[config.mk]
export PLATFORM = sky130hd
export DESIGN_NAME = uart_param_collector_flat
export DESIGN_NICKNAME = d
export VERILOG_FILES = /design/src/rtl/uart_param_collector_if.sv /design/src/rtl/uart_param_collector.sv /design/src/flat_wrapper.sv
export SDC_FILE = /design/constraint.sdc
export NUM_CORES = 1
export LEC_CHECK = 0
export ABC_AREA = 1
export CORE_MARGIN = 5
export CORE_UTILIZATION = 55
export CTS_CLUSTER_DIAMETER = 40
export CTS_CLUSTER_SIZE = 16
export DETAILED_ROUTE_END_ITERATION = 10
export GPL_TIMING_DRIVEN = 0
export PLACE_DENSITY = 0.83
export SLEW_MARGIN = 15
export SYNTH_ARGS = -nofsm -noshare
export SYNTH_HDL_FRONTEND = slang
export SYNTH_SLANG_ARGS = --single-unit
[constraint.sdc]
create_clock -name clk -period 10.6 [get_ports clk]
set_clock_uncertainty 0.1 [all_clocks]
set_input_delay 2.12 -clock clk [delete_from_list [all_inputs] [get_ports clk]]
set_output_delay 2.12 -clock clk [all_outputs]
set_load 0.02 [all_outputs]
[src/rtl/uart_param_collector_if.sv]
// Bus between the UART word source, the parameter collector and the pricing-core consumer.
interface uart_param_collector_if #(
  parameter int NUM_PARAMS = 7
);
  localparam int CW = $clog2(NUM_PARAMS + 1);

  logic                    rx_valid;
  logic [31:0]             rx_data;
  logic                    params_valid;
  logic                    params_ready;
  logic [32*NUM_PARAMS-1:0] params_out;
  logic [CW-1:0]           word_cnt;
  logic                    timeout_err;
  logic                    overrun;

  modport slave (
    input  rx_valid, rx_data, params_ready,
    output params_valid, params_out, word_cnt, timeout_err, overrun
  );

  modport master (
    output rx_valid, rx_data, params_ready,
    input  params_valid, params_out, word_cnt, timeout_err, overrun
  );
endinterface

[src/rtl/uart_param_collector.sv]
// Frames SYNC_WORD + NUM_PARAMS payload words from uart_rx32 into one parameter bundle
// with valid/ready hand-off, inter-word timeout and sticky overrun.
//
//   state     | meaning
//   S_IDLE    | waiting for SYNC_WORD; other words dropped silently
//   S_COLLECT | storing payload words into shadow slots, timer running
//   S_HOLD    | bundle presented on params_out until accepted
module uart_param_collector #(
  parameter int          NUM_PARAMS     = 7,
  parameter logic [31:0] SYNC_WORD      = 32'hA5A5_5A5A,
  parameter int          TIMEOUT_CYCLES = 200_000
) (
  input  logic                   clk,
  input  logic                   rst,
  uart_param_collector_if.slave  bus
);
  localparam int CW = $clog2(NUM_PARAMS + 1);
  localparam int TW = $clog2(TIMEOUT_CYCLES + 1);

  typedef enum logic [1:0] {
    S_IDLE,
    S_COLLECT,
    S_HOLD
  } state_t;

  state_t                   state_q;
  logic [CW-1:0]            word_cnt_q;
  logic [TW-1:0]            timer_q;
  logic [31:0]              shadow_q [NUM_PARAMS];
  logic [32*NUM_PARAMS-1:0] params_q;
  logic                     valid_q;
  logic                     tmo_q;
  logic                     ovr_q;

  always_ff @(posedge clk) begin
    if (rst) begin
      state_q    <= S_IDLE;
      word_cnt_q <= '0;
      timer_q    <= '0;
      params_q   <= '0;
      valid_q    <= 1'b0;
      tmo_q      <= 1'b0;
      ovr_q      <= 1'b0;
    end else begin
      tmo_q <= 1'b0;
      case (state_q)
        S_IDLE: begin
          if (bus.rx_valid && bus.rx_data == SYNC_WORD) begin
            state_q    <= S_COLLECT;
            word_cnt_q <= '0;
            timer_q    <= '0;
          end
        end
        S_COLLECT: begin
          if (bus.rx_valid) begin
            timer_q                <= '0;
            shadow_q[word_cnt_q]   <= bus.rx_data;
            word_cnt_q             <= word_cnt_q + 1'b1;
            if (word_cnt_q == CW'(NUM_PARAMS - 1)) begin
              // last word bypasses the shadow so the bundle is valid one edge later
              for (int i = 0; i < NUM_PARAMS; i++) begin
                params_q[32*i +: 32] <= (i == NUM_PARAMS - 1) ? bus.rx_data : shadow_q[i];
              end
              valid_q <= 1'b1;
              state_q <= S_HOLD;
            end
          end else if (timer_q == TW'(TIMEOUT_CYCLES - 1)) begin
            tmo_q      <= 1'b1;
            state_q    <= S_IDLE;
            word_cnt_q <= '0;
            timer_q    <= '0;
          end else if (timer_q != TW'(TIMEOUT_CYCLES)) begin
            timer_q <= timer_q + 1'b1;
          end
        end
        S_HOLD: begin
          if (bus.rx_valid) ovr_q <= 1'b1;
          if (bus.params_ready) begin
            valid_q    <= 1'b0;
            state_q    <= S_IDLE;
            word_cnt_q <= '0;
          end
        end
        default: state_q <= S_IDLE;
      endcase
    end
  end

  assign bus.params_valid = valid_q;
  assign bus.params_out   = params_q;
  assign bus.word_cnt     = word_cnt_q;
  assign bus.timeout_err  = tmo_q;
  assign bus.overrun      = ovr_q;
endmodule

[src/flat_wrapper.sv]
// flat-port wrapper written by rule: the top's interface ports become plain ports
module uart_param_collector_flat 
#(
  parameter int          NUM_PARAMS     = 7,
  parameter logic [31:0] SYNC_WORD      = 32'hA5A5_5A5A,
  parameter int          TIMEOUT_CYCLES = 200_000
)
  (clk, rst, bus_rx_valid, bus_rx_data, bus_params_ready, bus_params_valid, bus_params_out, bus_word_cnt, bus_timeout_err, bus_overrun);
  uart_param_collector_if #(.NUM_PARAMS(NUM_PARAMS)) bus_i ();
  input  logic clk;
  input  logic rst;
  input wire logic [$bits(bus_i.rx_valid)-1:0] bus_rx_valid;
  input wire logic [$bits(bus_i.rx_data)-1:0] bus_rx_data;
  input wire logic [$bits(bus_i.params_ready)-1:0] bus_params_ready;
  output wire logic [$bits(bus_i.params_valid)-1:0] bus_params_valid;
  output wire logic [$bits(bus_i.params_out)-1:0] bus_params_out;
  output wire logic [$bits(bus_i.word_cnt)-1:0] bus_word_cnt;
  output wire logic [$bits(bus_i.timeout_err)-1:0] bus_timeout_err;
  output wire logic [$bits(bus_i.overrun)-1:0] bus_overrun;
  assign bus_i.rx_valid = bus_rx_valid;
  assign bus_i.rx_data = bus_rx_data;
  assign bus_i.params_ready = bus_params_ready;
  assign bus_params_valid = bus_i.params_valid;
  assign bus_params_out = bus_i.params_out;
  assign bus_word_cnt = bus_i.word_cnt;
  assign bus_timeout_err = bus_i.timeout_err;
  assign bus_overrun = bus_i.overrun;
  uart_param_collector #(.NUM_PARAMS(NUM_PARAMS), .SYNC_WORD(SYNC_WORD), .TIMEOUT_CYCLES(TIMEOUT_CYCLES)) u_core (.clk(clk), .rst(rst), .bus(bus_i));
endmodule
**Run 1: sequential cells colored by netlist name**

(1.5 px per um) Other sequential cells in the stronger gray, the rest of the logic in the fainter gray.
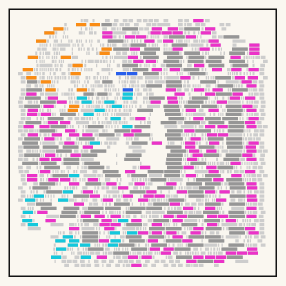
signal	color	placed flops
u_core.bus.params_out	cyan	32
u_core.bus.word_cnt	blue	3
bus_params_out	magenta	192
u_core.timer_q	orange	18
not colored	197

**Run 1: zoomed window**

Region (76, 41) to (101, 66) um. Cells in gray, sequential cells in the stronger gray; small squares are vias.
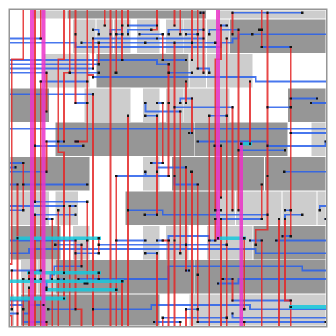
layer	color
metal 3	cyan
metal 1	blue
metal 2	red
metal 4	magenta
most frequent	nor2_1 (12), clkdlybuf4s50_1 (7)
cells with their middle in the window	42
netlist names of flops here include	bus_params_out (6), u_core.shadow_q (6)
sequential cells in the window	12

**Run 1: I/O pins on the die edge**

(3 px per um) Pins as bars across the die edge, other pins in gray.
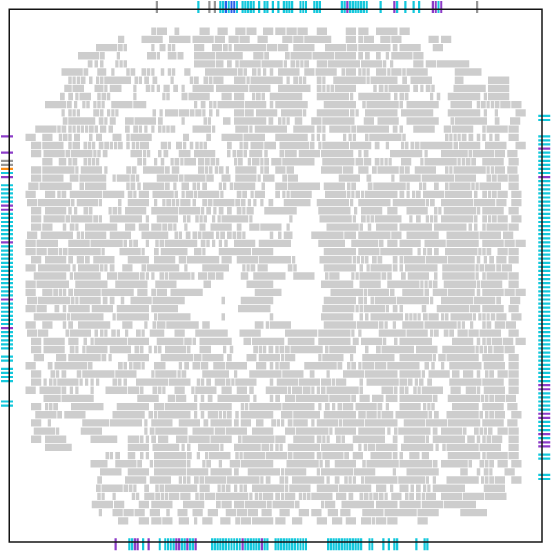
port	color	pins	direction	edge
bus_params_out	cyan	224	output	74 east, 65 south, 45 west, 40 north
bus_rx_data	purple	32	input	10 south, 9 east, 8 west, 5 north
bus_word_cnt	blue	3	output	north
bus_params_valid	orange	1	output	west
die x size: 177 um
Die H: 177 um

==> out/metrics.cfg, run 1 <==
[final_timing]
fin_crit_sh_pct=41.3
tns_ps=0
finalMaxSlewViolations=0

[critical_path]
crit_end=u_core.shadow_q[1][5]$_DFFE_PP_
crit_path_end_kind=flop
crit_slowest_cell=nor3_2
cp_cell_sequence=clkdlybuf4s50_1 > inv_1 > clkbuf_1 > nand3_1 > nor3_2 > buf_4
crit-reg2reg-launch=u_core.state_q[1]$_SDFFE_PP0P_
cp.depth=6
path_max_fanout=12
crit_path_start=rst

[synth]
syn_inst=1454
syn_area_sq_um=15400
ys_cells=1454
synthMostInstantiatedCell=nor2_1
syn_area_per_cell_sq_um=10.6
top_cells_by_area=edfxtp_1 38%, dfxtp_1 33%, nor2_1 12%, o21ai_1 4.3%, o21ai_0 3.1%
flop_cell=dfxtp_1
synthTopCellsByCount=475 x nor2_1, 250 x dfxtp_1, 192 x edfxtp_1
ys_sh_simple_pct=16.0

[route]
ant_nets=0
met3_length_um=4080
post_drt_wl_per_cell_um=20.7
wl_met1_um=17700

[finish]
largest_class=flip-flops and latches
drive_gt1_share_pct=8.34
flop_area_sq_um=10800
fin_util_pct=72.3
fillCellCount=1894

[clock_network]
post_cts.repair.setup_buffers=0

[floorplan]
num_io_pins=266
fp-row-count=61

[min_path]
min_to=bus_params_out[142]$_SDFFE_PP0P_
holdPathStages=2
hold_path_class=reg2reg

[global_route]
top_usage_layer=met2
grtUsageMet1_pct=36.1
grt_max_degree=29

[run_status]
outcome=finished clean

[power_and_ir_drop]
p_leak_uw=0.00771
ir_worst_vdd_mv=0.102

==> run 1: through the flow <==
stage,hold WS [ps],std cells
floorplan,347,1454
global placement,348,2097
detailed placement,355,2112
CTS,362,2189
global route,391,2189
finish,360,2189
==> run 1: report_power, final <==
part	internal, uW	switching (uW)
registers	1780	1.91
logic	22.6	67.4
clock network	814	661
==> run 1: sequential cells by signal (all words and copies together), names as in the netlist, 2 cells and up <==
signal	cells
bus_params_out	192
u_core.state_q	2
u_core.timer_q	18
u_core.bus.word_cnt	3
u_core.bus.params_out	32
u_core.shadow_q	192
==> run 1: kinds of logic (layout without fill, tap and decap cells) <==
kind of cell	count (synthesis)	in the layout
AND/OR/NAND/NOR	613	613
flip-flops	442	442
AND-OR/OR-AND	261	261
buffers and inverters	126	483
XOR/XNOR	8	8
adder cells (fa/ha/maj)	4	4
==> run 1: layout by cell type, fill, tap and decap left out, types with 4 or more instances in the layout <==
| cell | count |
|---|---|
| clkbuf_16 | 43 |
| o21ai_0 | 96 |
| nand3_1 | 26 |
| dfxtp_1 | 250 |
| nand4_1 | 12 |
| buf_2 | 10 |
| inv_6 | 6 |
| nand2_1 | 75 |
| buf_4 | 29 |
| o21ai_1 | 132 |
| xor2_1 | 6 |
| clkinvlp_4 | 4 |
| buf_6 | 17 |
| clkdlybuf4s50_1 | 265 |
| nor2_4 | 5 |
| ha_1 | 4 |
| a21oi_1 | 28 |
| clkbuf_1 | 44 |
| nor3_1 | 5 |
| inv_1 | 39 |
| edfxtp_1 | 192 |
| nor2_1 | 473 |
==> run 1: worst reg2reg max path, stage by stage (launching register included) <==
cell and delay (ps):
dfxtp_1 370, inv_4 150, nand2_4 80, nor2_4 130, nand2_1 210, nor3_2 630, buf_4 330, buf_6 180
--- run 2 (diff from run 1) ---
--- a/config.mk
+++ b/config.mk
@@ -7,12 +7,12 @@
 export LEC_CHECK = 0
 export ABC_AREA = 1
 export CORE_MARGIN = 5
-export CORE_UTILIZATION = 55
+export CORE_UTILIZATION = 52
 export CTS_CLUSTER_DIAMETER = 40
 export CTS_CLUSTER_SIZE = 16
 export DETAILED_ROUTE_END_ITERATION = 10
 export GPL_TIMING_DRIVEN = 0
-export PLACE_DENSITY = 0.83
+export PLACE_DENSITY = 0.79
 export SLEW_MARGIN = 15
 export SYNTH_ARGS = -nofsm -noshare
 export SYNTH_HDL_FRONTEND = slang
==> constraint.sdc (replaced) <==
create_clock -name clk -period 4.15 [get_ports clk]
set_clock_uncertainty 0.1 [all_clocks]
set_input_delay 0.83 -clock clk [delete_from_list [all_inputs] [get_ports clk]]
set_output_delay 0.83 -clock clk [all_outputs]
set_load 0.02 [all_outputs]
**Run 2: sequential cells colored by netlist name**

(1.5 px per um) Other sequential cells in the stronger gray, the rest of the logic in the fainter gray.
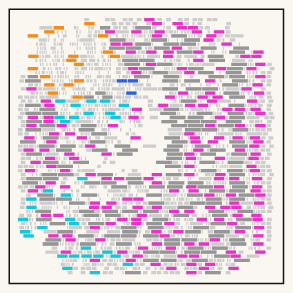
signal	color	placed flops
u_core.bus.word_cnt	blue	3
u_core.bus.params_out	cyan	32
u_core.timer_q	orange	18
bus_params_out	magenta	192

**Run 2: selected gate families**

(1.5 px per um)
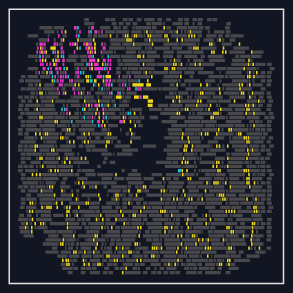
family	color	cells
inverters	cyan	45
NAND gates	magenta	122
NOR gates	yellow	489
most frequent logic cell in the layout: nor2_1
combinational share of cell area: 19.4%
final std cells w/o fill: 2211

==> out/metrics.cfg, run 2 <==
[finish]
layout.cells.most_common_list=473 x nor2_1, 265 x clkdlybuf4s50_1, 250 x dfxtp_1
largest_class=flip-flops and latches
fin_util_pct=69.0
flop_area_sq_um=10800

[run_status]
outcome=finished clean

[floorplan]
num_io_pins=266
fp-row-count=63

[min_path]
holdPathStages=2

[power_and_ir_drop]
p_leak_uw=0.00783
ir_worst_vdd_mv=0.267

[critical_path]
cp_cell_sequence=clkdlybuf4s50_1 > inv_1 > clkbuf_1 > nand3_1 > nor3_2 > buf_6 > buf_4
crit_path_end_kind=flop
cp.depth=7
crit_slowest_cell=nor3_2

[final_timing]
tns_ps=0

[synth]
flop_cell=dfxtp_1
top_cells_by_area=edfxtp_1 38%, dfxtp_1 33%, nor2_1 12%, o21ai_1 4.3%, o21ai_0 3.1%
synthMostInstantiatedCell=nor2_1
synthTopCellsByCount=475 x nor2_1, 250 x dfxtp_1, 192 x edfxtp_1
syn_area_per_cell_sq_um=10.6

[route]
wl_met1_um=17700

**Run 2: routing congestion map**

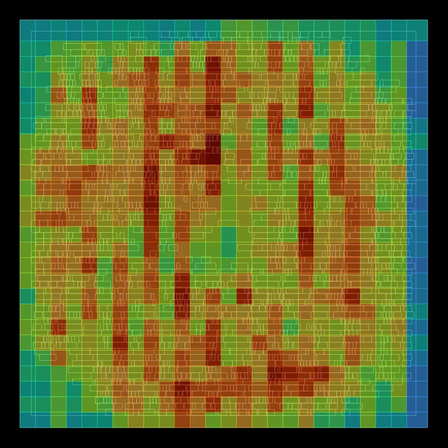
GRT Util Overall: 26.9%
GR Layer Usage met2: 44.2%

-- run 2: cell counts after synthesis --
No cell type changed its count.
-- run 2: worst max-delay path by stage --
stage                            start  slack (ps)                              end
final                              rst        1020  u_core.shadow_q[3][7]$_DFFE_PP_
after global routing               rst         880  u_core.shadow_q[3][9]$_DFFE_PP_
after CTS                          rst        1000  u_core.shadow_q[3][9]$_DFFE_PP_
after detailed placement           rst         430  u_core.shadow_q[3][8]$_DFFE_PP_
after global placement    bus_rx_valid       -1910  u_core.shadow_q[4][1]$_DFFE_PP_
after floorplan                    rst          60  u_core.shadow_q[3][0]$_DFFE_PP_
-- run 2: power by group --
group	total [uW]	internal [uW]	switching, uW
Combinational	232	57.9	174
Clock	4230	2420	1810
Sequential	4550	4540	4.63
-- run 2: cell families (layout without fill, tap and decap cells) --
| group | count (synthesis) | after routing |
|---|---|---|
| AND-OR/OR-AND | 261 | 261 |
| flip-flops | 442 | 442 |
| XOR/XNOR | 8 | 8 |
| buffers and inverters | 126 | 492 |
| other | 0 | 1 |
| AND/OR/NAND/NOR | 613 | 613 |
| adder cells (fa/ha/maj) | 4 | 4 |
-- run 2: worst register-to-register path, cell delays in order (launching register included) --
cell and delay [ps]:
dfxtp_1 370, inv_4 140, nand2_4 80, nor2_4 120
inv_2 110, nor3_2 600, buf_6 250, buf_4 220
-- run 2: metal layers --
layer | up-vias | global-route usage, %
li1 | 5530 | -
met1 | 5634 | 34.2
met2 | 580 | 44.2
met3 | 110 | 6.49
met4 | 0 | 11.7
met5 | - | 0
-- run 2: per-stage QoR --
step           hold WS (ps)  worst slack [ps]
3_5_place_dp            355               428
2_1_floorplan           347              55.6
4_1_cts                 366               999
3_3_place_gp            348             -1910
5_1_grt                 377               875
6_report                366              1020
--- run 3 (diff from run 2) ---
==> constraint.sdc (replaced) <==
create_clock -name clk -period 3.1 [get_ports clk]
set_clock_uncertainty 0.1 [all_clocks]
set_input_delay 0.62 -clock clk [delete_from_list [all_inputs] [get_ports clk]]
set_output_delay 0.62 -clock clk [all_outputs]
set_load 0.02 [all_outputs]
**Run 3: sequential cells colored by netlist name**

(1.5 px per um) Other sequential cells in the stronger gray, the rest of the logic in the fainter gray.
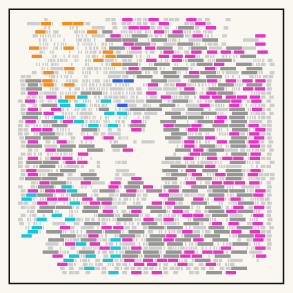
signal	color	placed flops
bus_params_out	magenta	192
u_core.bus.word_cnt	blue	3
u_core.timer_q	orange	18
u_core.bus.params_out	cyan	32
not colored	197

**Run 3: zoomed window**

Region (78, 42) to (103, 67) um. Cells in gray, sequential cells in the stronger gray; small squares are vias.
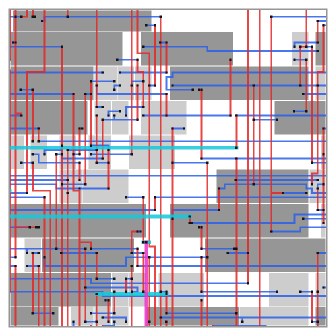
layer	color
metal 1	blue
metal 3	cyan
metal 2	red
metal 4	magenta
sequential cells in the window	14
netlist names of flops here include	u_core.shadow_q (8), bus_params_out (6)
cells with their middle in the window	38
most frequent	nor2_1 (14), edfxtp_1 (8), dfxtp_1 (6)

==> out/metrics.cfg, run 3 <==
[final_timing]
rsz0062_at_grt=no
setup_slack_ps=271
fin_crit_sh_pct=91.3
hold_violations=0
hold_ws_ps=372

[synth]
yosysTopAreaCell=edfxtp_1
syn_area_per_cell_sq_um=10.6
synthMostInstantiatedCell=nor2_1
top_cells_by_area=edfxtp_1 38%, dfxtp_1 33%, nor2_1 12%, o21ai_1 4.3%, o21ai_0 3.1%
ys_seq_share_pct=70.1
async_reset_ff_share_pct=0
ys_cells=1454
flop_cell=dfxtp_1
synthTopCellsByCount=475 x nor2_1, 250 x dfxtp_1, 192 x edfxtp_1
syn_inst=1454
syn_area_sq_um=15400

[min_path]
hold_path_class=reg2reg

[finish]
mostFrequentLayoutCell=nor2_1
layout.cells.most_common_list=473 x nor2_1, 265 x clkdlybuf4s50_1, 250 x dfxtp_1
fillCellCount=2102
final_cells=2201
fin_util_pct=68.9
drive_gt1_share_pct=8.61

[global_route]
track_usage_pct=26.5
grt_pass1_wl_um=67400
grt_max_degree=23

[clock_network]
post_cts.repair.setup_buffers=0
numClockSinks=442
clock_latency_ps=540

[critical_path]
crit_path_end_kind=flop
crit-reg2reg-launch=u_core.state_q[1]$_SDFFE_PP0P_
crit_path_start=rst
cp-start-kind=input port
path_max_fanout=17

[flow_run]
warnings=28

[floorplan]
num_io_pins=266

[power_and_ir_drop]
ir_worst_vdd_mv=0.419
report.power.total_uw=11900
p_leak_uw=0.00782

[placed_design]
place_congestion=0.854
dpl_worst_slack_ps=-260
post-dp-hpwl_um=30100

[run_status]
outcome=finished clean

[route]
ant_nets=0
post_drt_wl_per_cell_um=20.4

**Run 3: I/O pins on the die edge**

(2 px per um) Pins as bars across the die edge, other pins in gray.
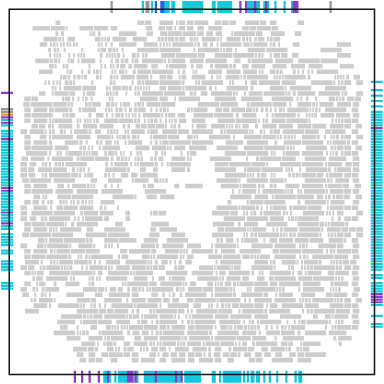
port	color	pins	direction	edge
bus_params_out	cyan	224	output	73 east, 64 south, 48 west, 39 north
bus_params_valid	orange	1	output	west
bus_rx_data	purple	32	input	12 south, 8 west, 7 north, 5 east
bus_word_cnt	blue	3	output	north
all pins by edge	78 east, 76 south, 59 west, 53 north
IO buf count: 265
die x size: 182 um

run 3: cell counts after synthesis:
No cell type changed its count.
run 3: critical path: stages:
cell and delay (ps):
clkdlybuf4s50_1 460, inv_1 150, clkbuf_1 420, nand3_1 290, nor3_4 770, buf_16 240
run 3: cell families after synthesis:
family          synth area share, %
simple gates                   16.0
flops                          70.1
compound gates                 8.59
buf+inv                        4.45
xor+xnor                      0.456
fa+ha+maj                     0.326
run 3: final cells by class:
cell class,instances,area [sq um],share of cell area [%]
Buffer,81,509,2.51
Clock buffer,53,1200,5.91
Clock inverter,29,314,1.55
Inverter,45,174,0.859
Multi-Input combinational cell,886,3960,19.6
Sequential cell,442,10800,53.2
Tap cell,390,488,2.41
Timing Repair Buffer,275,2830,14.0
run 3: worst paths after layout:
check / endpoint / slack [ps] / depth (start not counted)
hold reg to reg: bus_params_out[186]$_SDFFE_PP0P_ / 370 / 2
setup reg to reg: u_core.shadow_q[4][19]$_DFFE_PP_ / 920 / 6
hold / removal: bus_params_out[186]$_SDFFE_PP0P_ / 370 / 2
setup / recovery: u_core.shadow_q[1][30]$_DFFE_PP_ / 270 / 6
run 3: stage by stage:
step | TNS (ps) | instance area (sq um)
after CTS | 0 | 20200
after global routing | 0 | 20200
final | 0 | 20200
after floorplan | 0 | 15400
after global placement | -219110 | 18500
after detailed placement | -6030 | 18700
run 3: metal layers:
metal	track usage, %	routed length (um)
met4	9.40	1720
met3	5.59	4060
met5	0	0
met2	43.9	21200
met1	34.7	18000
run 3: power breakdown:
| group | leakage, uW | switching, uW | internal (uW) |
|---|---|---|---|
| registers | 0.00374 | 6.15 | 6080 |
| logic | 0.00334 | 232 | 77.6 |
| clock network | 0.000736 | 2310 | 3160 |
Power is estimated from default activity; no workload was simulated.
